$ cat config.mk
export PLATFORM = sky130hd
export DESIGN_NAME = pio_loader
export DESIGN_NICKNAME = d
export VERILOG_FILES = /design/src/rtl/pio_pkg.sv /design/src/rtl/pio_loader.sv
export SDC_FILE = /design/constraint.sdc
export NUM_CORES = 1
export LEC_CHECK = 0
export CAP_MARGIN = 10
export CELL_PAD_IN_SITES_DETAIL_PLACEMENT = 1
export CELL_PAD_IN_SITES_GLOBAL_PLACEMENT = 1
export CORE_AREA = 4 4 100 102
export CTS_BUF_LIST = sky130_fd_sc_hd__clkbuf_2
export CTS_CLUSTER_SIZE = 10
export DETAILED_ROUTE_END_ITERATION = 10
export DIE_AREA = 0 0 104 106
export PLACE_DENSITY_LB_ADDON = 0.1
export RECOVER_POWER = 100
export SYNTH_ARGS = -nofsm -noshare
export SYNTH_HDL_FRONTEND = slang
export SYNTH_SLANG_ARGS = --single-unit
$ cat constraint.sdc
create_clock -name clk_25mhz -period 2.2 [get_ports clk_25mhz]
set_input_delay 0.33 -clock clk_25mhz [delete_from_list [all_inputs] [get_ports clk_25mhz]]
set_output_delay 0.33 -clock clk_25mhz [all_outputs]
set_load 0.02 [all_outputs]
$ cat src/rtl/pio_pkg.sv
// Shared PIO definitions: command codes, field widths and the image entry layout.
package pio_pkg;

  localparam int unsigned ACTION_W = 4;
  localparam int unsigned DIN_W    = 32;
  localparam int unsigned INDEX_W  = 5;
  localparam int unsigned MINDEX_W = 2;
  localparam int unsigned ADDR_W   = 6;
  localparam int unsigned LEN_W    = 6;
  localparam int unsigned PROG_W   = 16;
  localparam int unsigned IMG_W    = ACTION_W + DIN_W;

  localparam logic [ACTION_W-1:0] ACT_NOP     = 4'd0;
  localparam logic [ACTION_W-1:0] ACT_LOAD    = 4'd1;
  localparam logic [ACTION_W-1:0] ACT_WRAP    = 4'd2;
  localparam logic [ACTION_W-1:0] ACT_PINS    = 4'd5;
  localparam logic [ACTION_W-1:0] ACT_ENABLE  = 4'd6;
  localparam logic [ACTION_W-1:0] ACT_DIV     = 4'd7;
  localparam logic [ACTION_W-1:0] ACT_SIDESET = 4'd8;

  typedef struct packed {
    logic [ACTION_W-1:0] action;
    logic [DIN_W-1:0]    din;
  } img_entry_t;

  typedef enum logic [2:0] {
    ST_IDLE    = 3'd0,
    ST_DISABLE = 3'd1,
    ST_PROG    = 3'd2,
    ST_CFG     = 3'd3,
    ST_FIN     = 3'd4
  } state_t;

  // Config entries may not carry NOP or LOAD; those are reserved for the loader itself.
  function automatic logic cfg_action_ok(input logic [ACTION_W-1:0] a);
    return (a != ACT_NOP) && (a != ACT_LOAD);
  endfunction

endpackage

$ cat src/rtl/pio_loader.sv
// Streams a PIO program plus config entries from an external image memory into
// one PIO state machine: disable, load instructions, apply config, report done.
module pio_loader
  import pio_pkg::*;
#(
  parameter int unsigned IMG_DEPTH = 64,
  parameter int unsigned MAX_PROG  = 32
) (
  input  logic                clk_25mhz,
  input  logic                reset,
  input  logic                start,
  input  logic [MINDEX_W-1:0] sm_sel,
  input  logic [LEN_W-1:0]    prog_len,
  input  logic [LEN_W-1:0]    cfg_len,
  output logic [ADDR_W-1:0]   img_addr,
  input  logic [IMG_W-1:0]    img_data,
  output logic [ACTION_W-1:0] action,
  output logic [INDEX_W-1:0]  index,
  output logic [DIN_W-1:0]    din,
  output logic [MINDEX_W-1:0] mindex,
  output logic                busy,
  output logic                done,
  output logic                err
);

  state_t              state, state_nxt;
  logic [LEN_W-1:0]    prog_q, cfg_q, cnt, cnt_nxt;
  logic [MINDEX_W-1:0] sm_q;
  logic [ADDR_W-1:0]   addr_nxt;
  logic [LEN_W:0]      req_total, cur_total, addr_inc;
  logic                params_bad, prog_last, cfg_last, cfg_reject;
  img_entry_t          entry;

  assign entry     = img_entry_t'(img_data);
  assign req_total = (LEN_W+1)'(prog_len) + (LEN_W+1)'(cfg_len);
  assign cur_total = (LEN_W+1)'(prog_q) + (LEN_W+1)'(cfg_q);
  assign addr_inc  = (LEN_W+1)'(img_addr) + (LEN_W+1)'(1);
  assign prog_last = (cnt == prog_q - LEN_W'(1));
  assign cfg_last  = (cnt == cfg_q - LEN_W'(1));

  assign params_bad = (prog_len == '0) || (32'(prog_len) > MAX_PROG) ||
                      (32'(req_total) > IMG_DEPTH);

  // State register.
  always_ff @(posedge clk_25mhz) begin
    if (reset) state <= ST_IDLE;
    else       state <= state_nxt;
  end

  // Next state, phase counter and image fetch address.
  always_comb begin
    state_nxt = state;
    cnt_nxt   = '0;
    addr_nxt  = '0;
    case (state)
      ST_IDLE: begin
        if (start) state_nxt = params_bad ? ST_FIN : ST_DISABLE;
      end
      ST_DISABLE: begin
        state_nxt = ST_PROG;
      end
      ST_PROG: begin
        if (prog_last) state_nxt = (cfg_q == '0) ? ST_FIN : ST_CFG;
        else           cnt_nxt   = cnt + LEN_W'(1);
      end
      ST_CFG: begin
        if (cfg_last) state_nxt = ST_FIN;
        else          cnt_nxt   = cnt + LEN_W'(1);
      end
      ST_FIN: begin
        state_nxt = ST_IDLE;
      end
      default: begin
        state_nxt = ST_IDLE;
      end
    endcase
    // Fetch runs one cycle ahead of issue and parks on the last image entry.
    if (state == ST_DISABLE || state == ST_PROG || state == ST_CFG) begin
      addr_nxt = (addr_inc < cur_total) ? img_addr + ADDR_W'(1) : img_addr;
    end
  end

  // Command outputs follow the image data the same cycle it arrives.
  always_comb begin
    action     = ACT_NOP;
    index      = '0;
    din        = '0;
    cfg_reject = 1'b0;
    case (state)
      ST_DISABLE: begin
        action = ACT_ENABLE;
      end
      ST_PROG: begin
        action = ACT_LOAD;
        index  = cnt[INDEX_W-1:0];
        din    = DIN_W'(entry.din[PROG_W-1:0]);
      end
      ST_CFG: begin
        if (cfg_action_ok(entry.action)) begin
          action = entry.action;
          din    = entry.din;
        end else begin
          cfg_reject = 1'b1;
        end
      end
      default: ;
    endcase
  end

  // Latched request, counters and status flags.
  always_ff @(posedge clk_25mhz) begin
    if (reset) begin
      prog_q   <= '0;
      cfg_q    <= '0;
      sm_q     <= '0;
      cnt      <= '0;
      img_addr <= '0;
      busy     <= 1'b0;
      done     <= 1'b0;
      err      <= 1'b0;
    end else begin
      cnt      <= cnt_nxt;
      img_addr <= addr_nxt;
      busy     <= (state_nxt != ST_IDLE);
      done     <= (state_nxt == ST_FIN);
      if (state == ST_IDLE && start) begin
        prog_q <= prog_len;
        cfg_q  <= cfg_len;
        sm_q   <= sm_sel;
        err    <= params_bad;
      end else if (cfg_reject) begin
        err <= 1'b1;
      end
    end
  end

  assign mindex = sm_q;

endmodule
==> run_1/m1.png <==
The bar under the picture is 20 µm long.
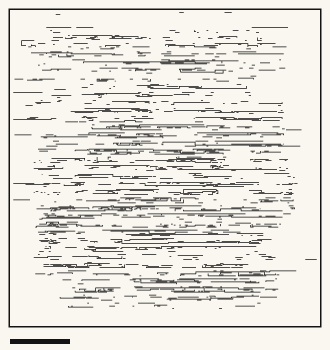
main direction = horizontal
longest straight run = 37.5 µm
nets with wire on the layer = 505
Via Count: 2,760
Global Route met1 Usage: 19.1%

==> run_1/m2.png <==
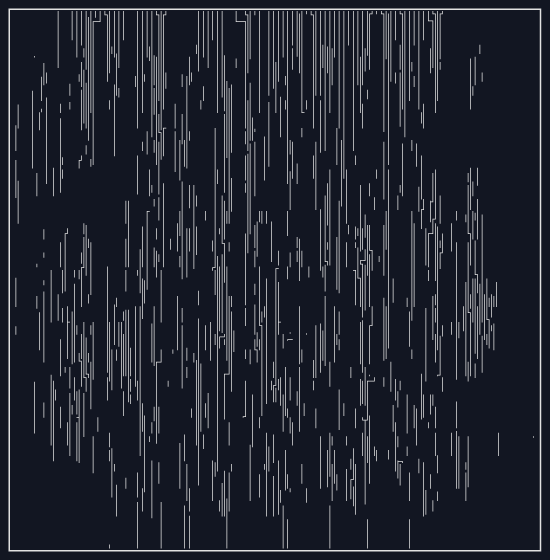
share of all routed wire = 53%
longest straight run = 42.2 µm
wire length on this layer = 4,720 µm
nets with wire on the layer = 492
met2 demand-to-capacity share in global routing: 29.4%
aggregate routed wire length: 8.93 mm

==> run_1/m3.png <==
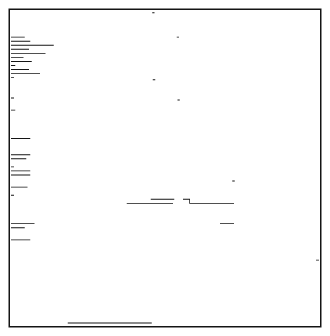
nets with wire on the layer = 29
main direction = horizontal
longest straight run = 27.8 µm
wire length on this layer = 201 µm
share of all routed wire = 2.3%
met3 Track Usage GR: 2.37%

==> run_1/congestion_map.png <==
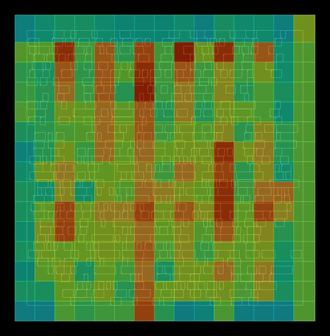
global-route layer with the greatest usage: met2
routed length per instance: 15.2 µm
Finished Core Util: 46.2%
overall fraction of global-route tracks in use: 15.8%

## run 1: Yosys cell counts (all sizes together), types with 2 or more instances
| cell | number | area share (%) |
|---|---|---|
| nand2 | 35 | 5.2 |
| xnor2 | 18 | 6.3 |
| and2 | 38 | 9.5 |
| nor3b | 4 | 1.2 |
| o21ai | 4 | 0.80 |
| inv | 16 | 2.4 |
| nand3 | 11 | 2.2 |
| xor2 | 15 | 5.2 |
| o21bai | 4 | 1.2 |
| ha | 23 | 11 |
| a21boi | 3 | 0.90 |
| nor3 | 10 | 2.4 |
| fa | 2 | 1.6 |
| or3 | 3 | 0.95 |
| and3 | 7 | 1.7 |
| a211oi | 2 | 0.60 |
| o211ai | 2 | 0.60 |
| nor2 | 24 | 3.6 |
| a21oi | 29 | 5.8 |
| a21o | 5 | 1.5 |
| clkbuf | 11 | 1.6 |
| dfxtp | 32 | 25 |
| nand2b | 5 | 1.2 |
| o31a | 2 | 0.70 |
## run 1: tightest hold or removal path, delay by kind of cell
kind                   cells  cell delay [ns]
AOI/OAI and AO/OA          1             0.05
and+or+nand+nor            1             0.07
buffers and inverters      1             0.25
## run 1: worst paths after layout
kind / endpoint / slack, ns
max: img_addr[1]$_SDFFE_PP0N_ / -0.20
min: cfg_q[0]$_SDFFE_PP0P_ / 0.36
max reg2reg: img_addr[1]$_SDFFE_PP0N_ / -0.20
min reg2reg: mindex[1]$_SDFFE_PP0P_ / 0.47
## run 1: cell families after synthesis
kind of cell | share of synthesized area [%]
adder cells (fa/ha/maj) | 13.0
buffers and inverters | 4.03
multiplexers | 0.398
AND/OR/NAND/NOR | 30.5
AND-OR/OR-AND | 15.0
XOR/XNOR | 11.5
flip-flops | 25.5
## run 1: cell type report
class                   count  area, µm²
repair buffers            157       1320
multi-input cells         262       1970
flip-flops and latches     32        651
well taps                 111        139
clock inverters             2       35.0
clock buffers               6       30.0
inverters                  16       62.6
fillers                  1120       4900
## run 1: state kept, by name, indices dropped and copies added (netlist names)
| signal | count |
|---|---|
| state | 3 |
| prog_q | 6 |
| done | 1 |
| err | 1 |
| mindex | 2 |
| cnt | 6 |
| cfg_q | 6 |
| busy | 1 |
| img_addr | 6 |
## run 1: layer usage
layer / vias to the layer above / wire (µm)
met5: - / 0
met4: 0 / 99
met3: 9 / 200
met2: 36 / 4720
met1: 1322 / 3910
li1: 1393 / -
## run 1: metrics by stage
step | hold slack (ns) | TNS [ns]
after floorplan | 0.458 | -0.632
after global placement | 0.445 | -15.28
after detailed placement | 0.456 | -16.44
after CTS | 0.356 | -1.89
after global routing | 0.347 | -6.04
final | 0.360 | -1.95
## run 1: power by group through the flow
stage | Clock [mW] | Sequential, mW | Combinational, mW
after floorplan | 0 | 0.666 | 0.308
after global placement | 0 | 0.648 | 0.605
after detailed placement | 0 | 0.649 | 0.618
after CTS | 0.419 | 0.639 | 0.661
after global routing | 0.453 | 0.641 | 0.744
final | 0.410 | 0.636 | 0.669
## run 1: what timing repair did
action,4_1_cts,5_1_grt
endpoints found under the setup margin,57,50
pin swaps,20,18
hold buffers,0,0
gates resized,111,64
buffers inserted,4,5
gates cloned,1,1
==> notes.md <==
Notes from the flow run.

Hold path:
- Along the worst hold path, the cell count comes to 3.
- The run gives the type of the worst min-delay path as primary input to flop.
- For the worst min-delay path, the startpoint reported by OpenROAD is cfg_len[0].

Global route:
- The run gives the number of global-route vias before repair as 2,937.
- The run puts the global-route wire length before repair at 14.3 mm.
- For this run the aggregate overflow at the end of global routing stands at 0.
- The number of antenna violations at the first check in global routing was 0.
- Entering global routing, the biggest net connects 19 pins.

Yosys:
- In this run the mean area of a mapped cell was 7.85 µm².
- The run puts the gate count after technology mapping at around 320.
- Synthesis produced a netlist with a net count of about 400.
- Synthesis instantiated ~42 different standard cells from the library.
- The run puts the proportion of synthesized chip area in sequential cells at 25.5%.
- Among all flip-flop cells after synthesis, the most frequent one is dfxtp_1.
- The run puts the area reported by Yosys stat at 2510 µm².
- In this run, synthesis produced a sequential element count of 32.
- The run puts the combined area of all synthesized cells at 2510 µm².
- The run puts the number of synthesized flops with an enable pin at 0.
- The run puts the cell count listed in synth_stat.txt at around 320.
- Counting flops with an async set or reset pin after synthesis yields a share of 0%.
- The run gives the yosys warning tally as 0.

Clock network:
- The run puts the clock slew seen by the registers of the worst setup and hold paths at between 0.15 and 0.2 ns.
- The run puts the number of buffers inserted during clock tree synthesis at 5.
- The run gives the clock tree root buffer cell as clkbuf_2.
- TritonCTS built the clock tree.
- The run puts the latest clock arrival within the worst-skew pair at 0.37 ns.
- The run gives the number of sinks on the clock net as 32.
- The run gives the buffer depth of the longest clock path as 2.

Final timing:
- Per the slew report, the remaining headroom to the max-slew limit stands at 56.8%.
- The final timing report lists a hold violation count of 0.
- The run gives the highest attainable clock frequency as 417 MHz.
- The run gives the number of slew-limit violations in the final report as 0.
- Looking at the max-slew report, the worst-margin pin has a slew of between 0.6 and 0.7 ns.
- The final timing summary puts the cycle share of the worst path at 109%.
- From the final report, the count of setup violators was given as 23.
- The run puts the setup clock skew after layout at 0.00934 ns.
- Setup repair after global routing could not meet its margin everywhere.
- The run puts the final critical-path required period at 2.40 ns.
- The run gives the worst setup margin as -0.199 ns.

Power and ir drop:
- The script extracted a net switching power of 559 µW.
- The run gives the worst-case vdd ir drop as 0.268 mV.
- The run gives the power share of the sequential group as 37.1%.
- The run puts the cell internal power dissipation at 1.16 mW.
- Total power for the finished layout comes to 1.72 mW.
- The run gives the power per unit of standard cell area as 408 nW/µm².
- The switching portion of total power comes to between 30% and 40%.
- The power report attributes to the clock group a share of 23.9%.
- The run puts the part of the power in combinational logic at 39.0%.

Floorplan:
- The run gives the die area as 11,000 µm².
- The run puts the number of placement rows at 35.
- Measured along the y axis, the die boundary spans 106 µm.
- Pin placement for this block handled 105 I/O pins.
- The floorplan step defined a core boundary enclosing between 9000 and 10,000 µm².
- The run puts the die width at around 100 µm.

Critical path:
- The run gives the buffer and inverter count on the worst path as 1.
- OpenSTA lists the critical path startpoint as cfg_q[0]$_SDFFE_PP0P_.
- The run gives the delay of the slowest cell on the worst path as 0.38 ns.
- The required time at the worst endpoint is listed as 2.51 ns.
- The run gives the top cell family by delay on the critical path as adder cells.
- The run gives the most repeated library cell on the critical path as a21oi_1.
- For reference, the most critical setup path is categorized as flop to flop.
- Max fanout on the critical path was recorded as 6.
- The run puts the worst reg2reg path depth at 12.
- The signal on the critical path passes through ha_4 > fa_2 > a21oi_2 > nor2_1 > nor2_2 > o21bai_1 > a21oi_1 > ha_1 > a21oi_4 > buf_4 > nand3_1 > a21oi_1.
- STA classifies the critical path endpoint as a flop.
- The run gives the startpoint of the worst register-to-register path as cfg_q[0]$_SDFFE_PP0P_.
- The run puts the path length in cells of the critical path at 12.
- The worst setup path is launched from a flop.

Placed design:
- The run puts the cell total after placement at 568.
- Timing analysis after detailed placement gives a worst setup slack of -0.773 ns.
- The run puts the global placer's final weighted congestion at 0.821.
- After legalization and detailed placement, the total HPWL measured 7.20 mm.
- As logged by OpenROAD, the buffers inserted on ports number 104.
- The run puts the post-detailed-placement cell area at 4010 µm².

Finish:
- The run puts the final standard cell count with taps included and fillers excluded at approximately 590.
- The run puts the ratio of cells with drive above 1 in the final layout at approximately 29%.
- The run gives the relative area change from synthesis to final layout as 67.4%.
- The top cell type in the final layout, fill and taps aside, is clkdlybuf4s50_1.
- The run puts the final net count at ~550.
- In the layout the commonest cells are clkdlybuf4s50_1 (48), buf_4 (44), and2_1 (37).
- The run gives the finished layout cell area as 4210 µm².

Detailed routing:
- The run puts the first-pass iteration count of the detailed router at 4.
- The run gives the detail-routed via count per cell as 4.71.
- The run puts the post-detailed-route count of antenna-violating nets at 0.
- The run gives the first-iteration detailed-routing DRC count as 55.

Outcome:
- The run finished, with violations left.
- The final reports fail on negative setup slack.

Run:
- OpenROAD emitted warnings numbering 30.
- The run puts the number of maximum-capacitance constraint violations at 0.
No activity file was given, so power comes from the tool's default toggle rates.
